Figure 1. Where the registers sit (run 1).
Scale: 4 px per µm. Other sequential cells in the stronger gray, the rest of the logic in the fainter gray.
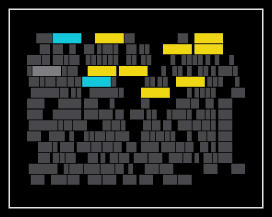
Figure 2. I/O nets highlighted (run 1).
Scale: 8 px per µm.
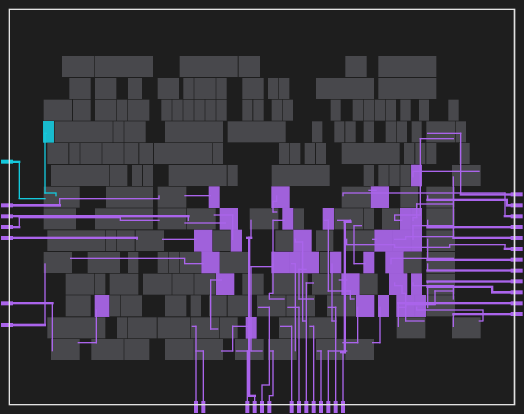
Figure 3. Clock routing (run 1).
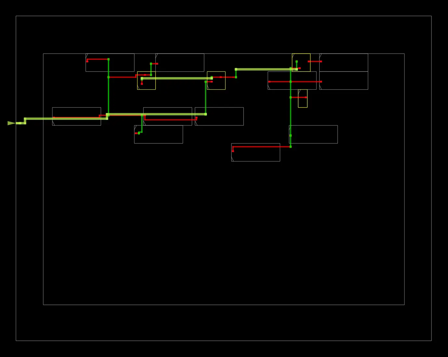
Figure 4. Gate families picked out (run 1).
Scale: 6 px per µm.
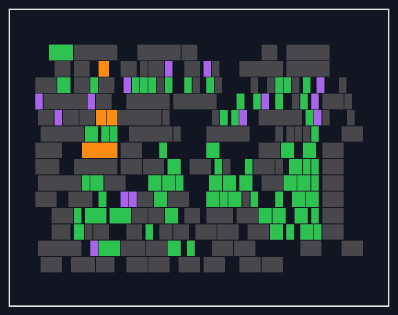
$ cat src/rtl/stream_mux.sv
// N-to-1 stream multiplexer with a single registered output stage.
// Channel choice is either an explicit select or round-robin starting at ptr.
module stream_mux #(
  parameter int NUM_INPUTS = 4,
  parameter int WIDTH      = 8,
  parameter int MODE       = 0,
  localparam int SEL_W     = $clog2(NUM_INPUTS)
) (
  input  logic                        clk,
  input  logic                        rst,
  input  logic [NUM_INPUTS-1:0]       in_valid,
  input  logic [NUM_INPUTS*WIDTH-1:0] in_data,
  output logic [NUM_INPUTS-1:0]       in_ready,
  input  logic [SEL_W-1:0]            sel,
  output logic                        out_valid,
  output logic [WIDTH-1:0]            out_data,
  output logic [SEL_W-1:0]            out_src,
  input  logic                        out_ready
);

  // Handshake: a word moves on any port only when valid && ready at posedge clk.
  // The output register accepts a new word whenever it is empty or being drained.
  logic                  load;
  logic [NUM_INPUTS-1:0] grant;
  logic                  any_grant;
  logic [SEL_W-1:0]      grant_idx;
  logic [WIDTH-1:0]      grant_data;
  logic [SEL_W-1:0]      ptr;

  assign load     = !out_valid || out_ready;
  assign in_ready = (load && !rst) ? grant : '0;

  always_comb begin
    grant      = '0;
    any_grant  = 1'b0;
    grant_idx  = '0;
    grant_data = '0;
    if (MODE == 0) begin
      for (int i = 0; i < NUM_INPUTS; i++) begin
        if (int'(sel) == i && in_valid[i]) begin
          grant[i]   = 1'b1;
          any_grant  = 1'b1;
          grant_idx  = SEL_W'(i);
          grant_data = in_data[i*WIDTH +: WIDTH];
        end
      end
    end else begin
      // First pass covers ptr..N-1; if nothing is found there, the lowest
      // valid channel below ptr is the next one in wrapped order.
      for (int i = 0; i < NUM_INPUTS; i++) begin
        if (!any_grant && in_valid[i] && i >= int'(ptr)) begin
          grant[i]   = 1'b1;
          any_grant  = 1'b1;
          grant_idx  = SEL_W'(i);
          grant_data = in_data[i*WIDTH +: WIDTH];
        end
      end
      for (int i = 0; i < NUM_INPUTS; i++) begin
        if (!any_grant && in_valid[i]) begin
          grant[i]   = 1'b1;
          any_grant  = 1'b1;
          grant_idx  = SEL_W'(i);
          grant_data = in_data[i*WIDTH +: WIDTH];
        end
      end
    end
  end

  always_ff @(posedge clk) begin
    if (rst) begin
      out_valid <= 1'b0;
      out_data  <= '0;
      out_src   <= '0;
      ptr       <= '0;
    end else if (load) begin
      out_valid <= any_grant;
      if (any_grant) begin
        out_data <= grant_data;
        out_src  <= grant_idx;
        if (MODE != 0) begin
          ptr <= (int'(grant_idx) == NUM_INPUTS - 1) ? '0 : grant_idx + SEL_W'(1);
        end
      end
    end
  end

endmodule

$ cat config.mk
export PLATFORM = sky130hd
export DESIGN_NAME = stream_mux
export DESIGN_NICKNAME = d
export VERILOG_FILES = /design/src/rtl/stream_mux.sv
export SDC_FILE = /design/constraint.sdc
export NUM_CORES = 1
export LEC_CHECK = 0
export ABC_AREA = 1
export CORE_ASPECT_RATIO = 0.75
export CORE_MARGIN = 4
export CORE_UTILIZATION = 34
export DETAILED_ROUTE_END_ITERATION = 7
export GPL_ROUTABILITY_DRIVEN = 0
export HOLD_SLACK_MARGIN = 0.05
export MAX_ROUTING_LAYER = met4
export PLACE_DENSITY = 0.8
export RECOVER_POWER = 25
export SYNTH_ARGS = -nofsm -noshare
export SYNTH_HDL_FRONTEND = slang
export SYNTH_SLANG_ARGS = --single-unit
$ cat constraint.sdc
create_clock -name clk -period 1.65 [get_ports clk]
set_input_delay 0.33 -clock clk [delete_from_list [all_inputs] [get_ports clk]]
set_output_delay 0.33 -clock clk [all_outputs]
set_load 0.05 [all_outputs]
==> results.tsv <==
metric	value	unit
status	finished clean	
inverters	14	
post-DP HPWL	2190	µm
register share after synthesis	28.6	%
share of layout cells above drive strength 1	20.2	%
Logic pwr share	47.4	%
Min-Delay Startpoint	out_src[1]	
reg2reg start	out_valid	
Hold Path End	out_src[1]	
largest net degree at the start of global routing	20	
Yosys top cell by area	dfxtp_1	
highest routed layer	met4	
Crit. Startpoint	in_valid[2]	
Met1 Wirelength	1170	µm
fin util	71.3	%
Fin Setup TNS	0	ns
RSZ-0062 raised after global routing	no	
vias in the first global route	1035	
max-slew violation count	0	
Tapcells	24	
Post-synth regs	11	
Notes on Figure 1 above:
- out_data: yellow (placed flops 8)
- out_src: cyan (placed flops 2)
- not colored: 1

Notes on Figure 2 above:
- out_ready: cyan (bits 1; direction input; edge left; end cells 1; buffers 1; wire 17.9 µm)
- in_data: purple (bits 32; direction input; edge 14 bottom, 12 right, 6 left; end cells 32; buffers 32; wire 699 µm)

Notes on Figure 3 above:
Flops: 11
# clock sinks: 11

Notes on Figure 4 above:
- NAND gates: green (cells 70)
- inverters: purple (cells 14)
- inverting AOI/OAI gates: orange (cells 4)
fin cells: 217
Top cell excl fill/tap: nand2_1
logic share of the area: 33.9%

==> run 1: power by group through the flow <==
stage	logic [mW]	registers (mW)	clock network, mW
6_report	0.438	0.308	0.178
5_1_grt	0.472	0.312	0.208
4_1_cts	0.449	0.309	0.185
3_5_place_dp	0.437	0.314	0
3_3_place_gp	0.431	0.313	0
2_1_floorplan	0.139	0.410	0
==> run 1: registers in the layout (all words and copies together), names as in the netlist <==
register and cells:
out_data 8, out_src 2, out_valid 1
==> run 1: what timing repair did <==
action	4_1_cts	5_1_grt
endpoints found under the setup margin	4	4
resized	13	5
pin swaps	5	5
buffers inserted	1	1
==> run 1: critical path: stages <==
cell and delay, ns:
clkdlybuf4s50_1 0.50, nand3_2 0.13, nor2_4 0.15, buf_12 0.14
Power is estimated from default activity; no workload was simulated.
